`src/rtl/pipe_ctrl_pkg.sv`:
```
// Shared types and constants for the pipeline hazard/halt control block.
// Latency: n/a (types and constants only).
// Backpressure: n/a.
package pipe_ctrl_pkg;

  // Halt state machine: normal execution, draining after HALT, fully halted.
  typedef enum logic [1:0] {
    RUN    = 2'd0,
    DRAIN  = 2'd1,
    HALTED = 2'd2
  } halt_state_t;

  // Default register-address width.
  localparam int REG_W_DEFAULT = 5;

  // Register 0 is hard-wired zero, so it never creates a load-use dependency.
  localparam logic [REG_W_DEFAULT-1:0] REG_ZERO = '0;

endpackage

```
`src/rtl/pipe_hazard_ctrl_halt_fsm.sv`:
```
// Halt/drain/resume state machine: state register, drain counter, registered
// enable_halt/halted. Latency: outputs change one cycle after the triggering input.
// Backpressure: memwait_i freezes state and drain counter.
// Ports: clk, reset (sync, active-high), accept_halt_i (HALT leaves D),
//        memwait_i (data memory stalling), resume_i (restart pulse),
//        state_o (current state), enable_halt_o (fetch freeze), halted_o (drained).
module halt_fsm
  import pipe_ctrl_pkg::*;
#(
  parameter int DRAIN_CYC = 3
) (
  input  logic        clk,
  input  logic        reset,
  input  logic        accept_halt_i,
  input  logic        memwait_i,
  input  logic        resume_i,
  output halt_state_t state_o,
  output logic        enable_halt_o,
  output logic        halted_o
);

  localparam int CW = $clog2(DRAIN_CYC + 1);

  halt_state_t   state_q;
  logic [CW-1:0] drain_cnt_q;
  logic          enable_halt_q;
  logic          halted_q;

  always_ff @(posedge clk) begin
    if (reset) begin
      state_q       <= RUN;
      drain_cnt_q   <= '0;
      enable_halt_q <= 1'b0;
      halted_q      <= 1'b0;
    end else begin
      case (state_q)
        RUN: begin
          if (accept_halt_i) begin
            state_q       <= DRAIN;
            drain_cnt_q   <= CW'(DRAIN_CYC);
            enable_halt_q <= 1'b1;
          end
        end
        DRAIN: begin
          // Memory wait cycles do not advance the pipeline, so they do not count.
          if (!memwait_i) begin
            if (drain_cnt_q == CW'(1)) begin
              state_q     <= HALTED;
              drain_cnt_q <= '0;
              halted_q    <= 1'b1;
            end else begin
              drain_cnt_q <= drain_cnt_q - CW'(1);
            end
          end
        end
        HALTED: begin
          if (resume_i && !memwait_i) begin
            state_q       <= RUN;
            enable_halt_q <= 1'b0;
            halted_q      <= 1'b0;
          end
        end
        default: begin
          state_q       <= RUN;
          drain_cnt_q   <= '0;
          enable_halt_q <= 1'b0;
          halted_q      <= 1'b0;
        end
      endcase
    end
  end

  assign state_o       = state_q;
  assign enable_halt_o = enable_halt_q;
  assign halted_o      = halted_q;

endmodule

```
`src/rtl/pipe_hazard_ctrl.sv`:
```
// Pipeline stall/flush/halt control with saturating stall and flush counters.
// Latency: stalls/flushes combinational (same cycle); enable_halt/halted registered.
// Backpressure: data-memory wait stalls every stage and freezes the halt FSM.
// Ports: hazard inputs from D/E/M stages, resume pulse; per-register stall/flush
//        controls, enable_halt/halted status, stall_cnt/flush_cnt counters.
module pipe_hazard_ctrl
  import pipe_ctrl_pkg::*;
#(
  parameter int REG_W     = REG_W_DEFAULT,
  parameter int DRAIN_CYC = 3,
  parameter int CNT_W     = 16
) (
  input  logic             clk,
  input  logic             reset,
  input  logic [REG_W-1:0] rs_d,
  input  logic [REG_W-1:0] rt_d,
  input  logic [REG_W-1:0] rt_e,
  input  logic             memtoreg_e,
  input  logic             pcsrc_e,
  input  logic             halt_d,
  input  logic             mem_req_m,
  input  logic             mem_ready_m,
  input  logic             resume,
  output logic             stall_f,
  output logic             stall_d,
  output logic             stall_e,
  output logic             stall_m,
  output logic             flush_d,
  output logic             flush_e,
  output logic             enable_halt,
  output logic             halted,
  output logic [CNT_W-1:0] stall_cnt,
  output logic [CNT_W-1:0] flush_cnt
);

  logic        memwait;
  logic        lu;
  logic        in_run;
  logic        in_halted;
  logic        accept_halt;
  halt_state_t state;
  logic        fsm_enable_halt;
  logic        fsm_halted;

  logic [CNT_W-1:0] stall_cnt_q, stall_cnt_d;
  logic [CNT_W-1:0] flush_cnt_q, flush_cnt_d;

  assign memwait   = mem_req_m & ~mem_ready_m;
  assign lu        = memtoreg_e & (rt_e != REG_W'(REG_ZERO)) &
                     ((rt_e == rs_d) | (rt_e == rt_d));
  assign in_run    = (state == RUN);
  assign in_halted = (state == HALTED);

  // A HALT is taken only when it is neither squashed nor waiting on a load.
  assign accept_halt = in_run & halt_d & ~memwait & ~pcsrc_e & ~lu;

  halt_fsm #(
    .DRAIN_CYC (DRAIN_CYC)
  ) u_halt_fsm (
    .clk           (clk),
    .reset         (reset),
    .accept_halt_i (accept_halt),
    .memwait_i     (memwait),
    .resume_i      (resume),
    .state_o       (state),
    .enable_halt_o (fsm_enable_halt),
    .halted_o      (fsm_halted)
  );

  always_comb begin
    stall_f = 1'b0;
    stall_d = 1'b0;
    stall_e = 1'b0;
    stall_m = 1'b0;
    flush_d = 1'b0;
    flush_e = 1'b0;
    if (!reset) begin
      if (memwait) begin
        stall_f = 1'b1;
        stall_d = 1'b1;
        stall_e = 1'b1;
        stall_m = 1'b1;
      end else begin
        // Once draining, no older branch remains in E, so pcsrc_e only matters in RUN.
        if (in_run && pcsrc_e) begin
          flush_d = 1'b1;
          flush_e = 1'b1;
        end else if (lu) begin
          stall_f = 1'b1;
          stall_d = 1'b1;
          flush_e = 1'b1;
        end
        // Fetch is frozen: feed bubbles into D while draining or halted.
        if (!in_run) flush_d = 1'b1;
      end
    end
  end

  assign enable_halt = fsm_enable_halt & ~reset;
  assign halted      = fsm_halted & ~reset;

  always_comb begin
    stall_cnt_d = stall_cnt_q;
    flush_cnt_d = flush_cnt_q;
    if (!in_halted) begin
      if (stall_f && stall_cnt_q != {CNT_W{1'b1}})
        stall_cnt_d = stall_cnt_q + CNT_W'(1);
      if ((flush_d || flush_e) && flush_cnt_q != {CNT_W{1'b1}})
        flush_cnt_d = flush_cnt_q + CNT_W'(1);
    end
  end

  always_ff @(posedge clk) begin
    if (reset) begin
      stall_cnt_q <= '0;
      flush_cnt_q <= '0;
    end else begin
      stall_cnt_q <= stall_cnt_d;
      flush_cnt_q <= flush_cnt_d;
    end
  end

  assign stall_cnt = stall_cnt_q;
  assign flush_cnt = flush_cnt_q;

endmodule

```
`config.mk`:
```
export PLATFORM = sky130hd
export DESIGN_NAME = pipe_hazard_ctrl
export DESIGN_NICKNAME = d
export VERILOG_FILES = /design/src/rtl/pipe_ctrl_pkg.sv /design/src/rtl/pipe_hazard_ctrl_halt_fsm.sv /design/src/rtl/pipe_hazard_ctrl.sv
export SDC_FILE = /design/constraint.sdc
export NUM_CORES = 1
export LEC_CHECK = 0
export ABC_AREA = 1
export ABC_CLOCK_PERIOD_IN_PS = 2790
export CAP_MARGIN = 20
export CORE_ASPECT_RATIO = 1.2
export CORE_MARGIN = 4
export CORE_UTILIZATION = 42
export CTS_CLUSTER_SIZE = 16
export DETAILED_ROUTE_END_ITERATION = 8
export PLACE_DENSITY_LB_ADDON = 0.08
export SLEW_MARGIN = 40
export SYNTH_ARGS = -nofsm -noshare
export SYNTH_HDL_FRONTEND = slang
export SYNTH_HIERARCHICAL = 1
export SYNTH_SLANG_ARGS = --single-unit
export TNS_END_PERCENT = 1
```
`constraint.sdc`:
```
create_clock -name clk -period 2.79 [get_ports clk]
set_clock_uncertainty 0.05 [all_clocks]
set_input_delay 0.558 -clock clk [delete_from_list [all_inputs] [get_ports clk]]
set_output_delay 0.558 -clock clk [all_outputs]
set_load 0.02 [all_outputs]
```
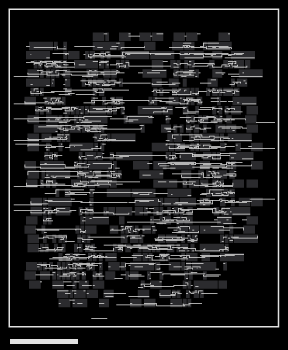
Figure 1: signal wires on met1.
The bar under the picture is 20 microns long. Cells faint in the background.
The wires run mostly horizontal. The longest straight run is 27.6 microns. 448 nets have wire on it. The layer carries 2,760 microns of wire. The layer holds 45% of the routed length.

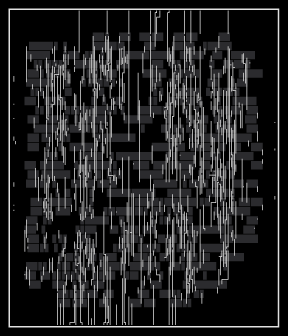
Figure 2: M2 wires.
Cells faint in the background.
The longest straight run is 47.3 microns. The layer holds 51% of the routed length.

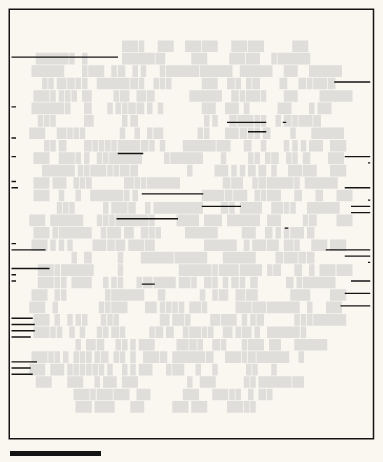
Figure 3: signal wires on met3.
The bar under the picture is 20 microns long. Cells faint in the background.
35 nets have wire on it. The longest straight run is 23.0 microns. The layer carries 187 microns of wire. The wires run mostly horizontal. The layer holds 3.1% of the routed length.

==> flow_metrics.tcl <==
# flow metrics
set metrics [dict create \
    final_layout_top_logic_cells "112 x nand2_1, 56 x nor2_1, 55 x clkdlybuf4s50_1" \
    synthMuxAreaShare 0 \
    cts_sinks 38 \
    cts_buffers 5 \
    outcome "finished, final reports clean" \
    grt_pass1_wl_mm 10.7 \
    yosysMostFrequentCell "nand2_1" \
    ant_nets 0 \
    top_layer_used "met4" \
    path_depth 11 \
    powerDensity_nw_per_um2 386 \
    htree_num_levels 2 \
    grt_max_degree 24 \
    leakagePower_nw 1.47 \
    comb_cells 295 \
    cts_tree "built" \
    crit_start "rt_e[3]" \
    cp_cell_sequence "clkdlybuf4s50_1, inv_1, nand2_1, nand2_1, nor2_1, nand3_1, nand2_1, nand2_2, o22ai_4, buf_12, clkbuf_2" \
    comb_area_frac 0.438 \
    top_cells_by_area "dfxtp_1 30%, nand2_1 16%, nor2_1 8.2%" \
    ys_sh_xor 0.0649 \
    buffer_area_frac 0.212 \
    worstHoldStart "u_halt_fsm/halted_o" \
    critPathRequiredTime_ps 2180 \
    cts.hold.buffers_added 0 \
    p_clk_frac 0.368 \
    antenna_found_initial 0 \
    worstSkewPairLatency_ps 290 \
    slew_headroom 0.705 \
    port_buffers 62 \
    routed-wl-met3_microns 187 \
    fin_area_sq_um 3430 \
    fp_nets 432 \
    yosysWarnings 6 \
    final.setup.worst_slack_ps 143 \
    area_growth_pct 33.7 \
    worstSetupEndpointType "output port" \
    combPwrFrac 0.197 \
    vias 2666 \
]
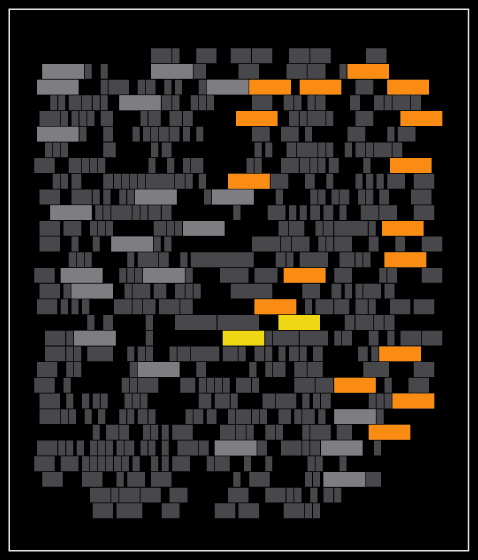
Figure 4: where the registers sit.
Yellow marks u_halt_fsm/drain_cnt_q, placed flops 2. Orange marks stall_cnt, placed flops 16.
Another 20 sequential cells are not coloured.

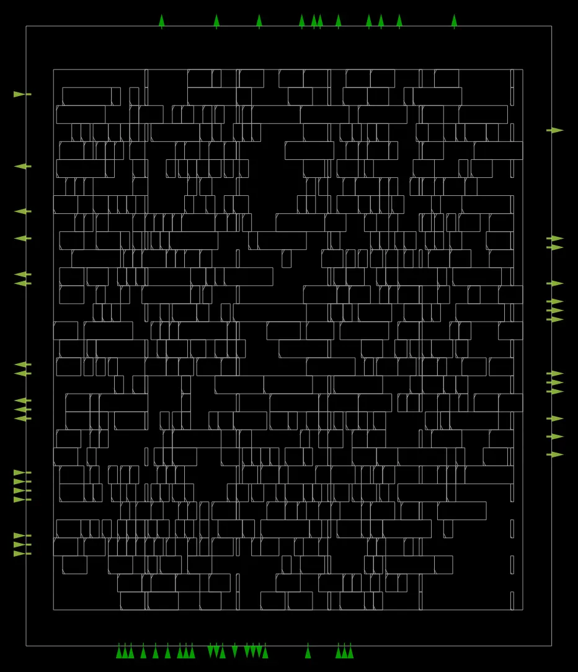
Figure 5: cell outlines without signal wires.
Final Core Density: 0.593
Seq/total area: 0.222
core area: 5780 sq um
Layout Cells excl Fill: 555
Filler Cell Count: 598

